Figure 1. Placement by cell class.
Scale: 8 px per um. Fill, decap, tap and diode cells in gray.
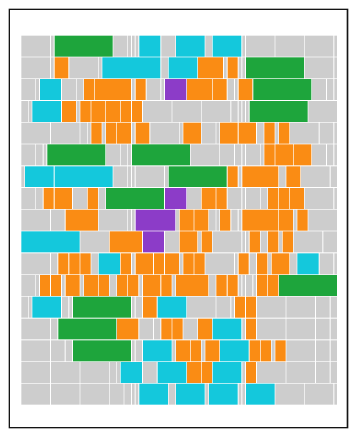
Figure 2. Clock nets.
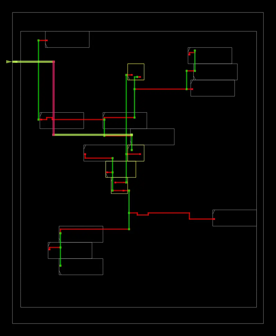
Figure 3. Placement density heat map.
Scale: 6 px per um. 8 x 10 tiles, from black (low) to pale yellow (high), 0 to 100% covered.
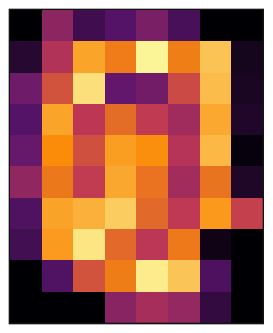
File: src/rtl/counter2bit_sched.sv
`default_nettype none
// ============================================================================
// Module   : counter2bit_sched
// Brief    : Round-robin scheduler sharing one 2-bit up/down counter between
//            two requesters, with a shadow count and sticky mismatch check.
// Revision : 1.0 - initial release
// ============================================================================
module counter2bit_sched #(
    parameter int LEN_W = 4
) (
    input  logic               clk,
    input  logic               reset,
    input  logic [1:0]         req_valid,
    output logic [1:0]         req_ready,
    input  logic [1:0]         req_dir,
    input  logic [2*LEN_W-1:0] req_len,
    output logic               cnt_en,
    output logic               cnt_up_down,
    input  logic [1:0]         cnt_count,
    output logic               busy,
    output logic               wrap,
    output logic               done,
    output logic               done_id,
    output logic               err
);

    typedef enum logic [1:0] {
        ST_IDLE = 2'd0,
        ST_RUN  = 2'd1,
        ST_DONE = 2'd2
    } state_t;

    state_t           r_state;
    state_t           w_state_nxt;
    logic             r_last_id;
    logic             r_id;
    logic             r_dir;
    logic [LEN_W-1:0] r_remaining;
    logic [1:0]       r_shadow;
    logic             r_err;
    logic             w_win_id;
    logic             w_accept;
    logic [LEN_W-1:0] w_win_len;

    // Contention goes to the requester not served last; r_last_id resets to 1
    // so req0 wins the first tie.
    always_comb begin
        w_win_id = 1'b0;
        unique case (req_valid)
            2'b01:   w_win_id = 1'b0;
            2'b10:   w_win_id = 1'b1;
            2'b11:   w_win_id = ~r_last_id;
            default: w_win_id = 1'b0;
        endcase
        w_accept  = (r_state == ST_IDLE) && (req_valid != 2'b00);
        w_win_len = w_win_id ? req_len[2*LEN_W-1:LEN_W] : req_len[LEN_W-1:0];
    end

    always_comb begin
        req_ready   = w_accept ? (w_win_id ? 2'b10 : 2'b01) : 2'b00;
        cnt_en      = (r_state == ST_RUN);
        cnt_up_down = (r_state == ST_RUN) && r_dir;
        wrap        = (r_state == ST_RUN) &&
                      (r_dir ? (r_shadow == 2'd3) : (r_shadow == 2'd0));
        done        = (r_state == ST_DONE);
        done_id     = (r_state == ST_DONE) && r_id;
        busy        = (r_state != ST_IDLE);
        err         = r_err;
    end

    always_comb begin
        w_state_nxt = r_state;
        unique case (r_state)
            ST_IDLE: begin
                if (w_accept) begin
                    w_state_nxt = (w_win_len == '0) ? ST_DONE : ST_RUN;
                end
            end
            ST_RUN: begin
                if (r_remaining == LEN_W'(1)) begin
                    w_state_nxt = ST_DONE;
                end
            end
            ST_DONE: w_state_nxt = ST_IDLE;
            default: w_state_nxt = ST_IDLE;
        endcase
    end

    always_ff @(posedge clk) begin
        if (!reset) begin
            r_state     <= ST_IDLE;
            r_last_id   <= 1'b1;
            r_id        <= 1'b0;
            r_dir       <= 1'b0;
            r_remaining <= '0;
            r_shadow    <= 2'd0;
            r_err       <= 1'b0;
        end else begin
            r_state <= w_state_nxt;
            if (w_accept) begin
                r_id        <= w_win_id;
                r_last_id   <= w_win_id;
                r_dir       <= req_dir[w_win_id];
                r_remaining <= w_win_len;
            end
            if (r_state == ST_RUN) begin
                r_shadow    <= r_dir ? r_shadow + 2'd1 : r_shadow - 2'd1;
                r_remaining <= r_remaining - LEN_W'(1);
            end
            // Counter and shadow step on the same edge, so compare current values.
            if ((r_state != ST_IDLE) && (cnt_count != r_shadow)) begin
                r_err <= 1'b1;
            end
        end
    end

endmodule
`default_nettype wire

File: config.mk
export PLATFORM = sky130hd
export DESIGN_NAME = counter2bit_sched
export DESIGN_NICKNAME = d
export VERILOG_FILES = /design/src/rtl/counter2bit_sched.sv
export SDC_FILE = /design/constraint.sdc
export NUM_CORES = 1
export LEC_CHECK = 0
export ABC_AREA = 1
export CORE_ASPECT_RATIO = 1.25
export CORE_UTILIZATION = 35
export DETAILED_ROUTE_END_ITERATION = 16
export SLEW_MARGIN = 15
export SYNTH_ARGS = -nofsm -noshare
export SYNTH_HDL_FRONTEND = slang
export SYNTH_SLANG_ARGS = --single-unit
File: constraint.sdc
create_clock -name clk -period 2.15 [get_ports clk]
set_clock_uncertainty 0.2 [all_clocks]
set_input_delay 0.215 -clock clk [delete_from_list [all_inputs] [get_ports clk]]
set_output_delay 0.215 -clock clk [all_outputs]
set_load 0.05 [all_outputs]
==> flow_summary_export.csv <==
group,metric,value,unit
die,ioPinCount,25,
sta,setup_viol,0,
synthesis,adder_share,0.0356,
layout,antenna_cells,0,
route,drt-initial-drc-count,10,
job,max_cap_viol_count,0,
sta,slew-limit-headroom,0.674,
synthesis,ys_sh_xor,0.0249,
placed_design,placed_cell_area,990,sq um
clock_tree,postCtsSetupRepairBufs,0,
synthesis,ys_async_sr_fraction,0,
global_route,grt_pass1_wl,2.86,mm
hold_path,hold_end,"err",
worst_setup_path,r2r_cells,5,
hold_path,holdCritPathClass,"flop to flop",
synthesis,ys_seq_frac,0.342,
worst_setup_path,critical_path.cell_chain,"inv_2, nor2_4, inv_4, a211oi_2, buf_12",
sta,drv_slew,0,
synthesis,yosysUniqueCellTypes,18,
power_and_ir_drop,internal_power,0.533,mW
synthesis,ys_chip_area,703,sq um
die,die_w,42.1,um
clock_tree,cts_sinks,12,
die,rows,17,
die,die_area,0.00219,sq mm
route,detail_route.wl_per_cell,10.8,um
synthesis,yosysCellCount,106,
power_and_ir_drop,power.total,0.911,mW
die,die_height,52.1,um
worst_setup_path,crit_buf_inv,3,
synthesis,syn_nets,124,
synthesis,synth.cellmix.compoundShare,0.125,
worst_setup_path,critPathKind,"flop to primary output",
clock_tree,holdBufCountCts,0,
placed_design,dp_hpwl,1.33,mm
outcome,outcome,"completed",
power_and_ir_drop,seq-power,0.295,mW
layout,largestRegisters,"r_remaining: 4 flops, r_shadow: 2 flops, r_state: 2 flops",
synthesis,area_leaders,"dfxtp_1, nand2_1, nand3_1",
hold_path,hold_depth,2,
placed_design,dp_slack,301,ps
synthesis,synth-warning-count,0,
clock_tree,cts_tree,"built",
synthesis,synth_cells,106,
die,core,0.00183,sq mm
Back to the opening pictures, Figure 1:
Orange shows remaining logic cells, cells 94. Purple shows clock drivers and dummy loads, cells 4. Cyan shows remaining buffers and delay cells, cells 24. Green shows registers, cells 12.

Back to the opening pictures, Figure 2:
clk pwr: 0.180 mW
Skew-Pair Late Insertion Delay: 270 ps
Num CTS Buffers: 3
CLK BUF: 4
flip-flops: 12

Back to the opening pictures, Figure 3:
The emptiest ninth of the die: bottom right. The densest ninth of the die: middle. 14% of the tiles are nearly empty. The fullest tile reaches 98%.

[logic make-up after synthesis]
logic type	Yosys count
fa+ha+maj	2
simple gates	58
compound gates	16
flops	12
buf+inv	16
xor+xnor	2
[worst max path at each step]
stage                    to  slack, ps  cells after the start
4_1_cts                wrap        240                      5
5_1_grt                wrap        150                      5
2_1_floorplan          wrap        150                      4
3_5_place_dp   req_ready[0]        300                      6
6_report               wrap        260                      5
3_3_place_gp   req_ready[0]        330                      6
[cell type report]
class | instances | area, sq um
Inverter | 16 | 65.1
Fill cell | 183 | 803
Sequential cell | 12 | 240
Multi-Input combinational cell | 78 | 403
Timing Repair Buffer | 24 | 258
Tap cell | 19 | 23.8
Clock buffer | 4 | 36.3
[tightest hold or removal path: cells and delay by family (launching register included)]
kind,cells,cell delay (ps)
compound gates,1,50
buf+inv,1,50
flops,1,320
Power figures rest on the tool's default switching activity, not on a simulated workload.
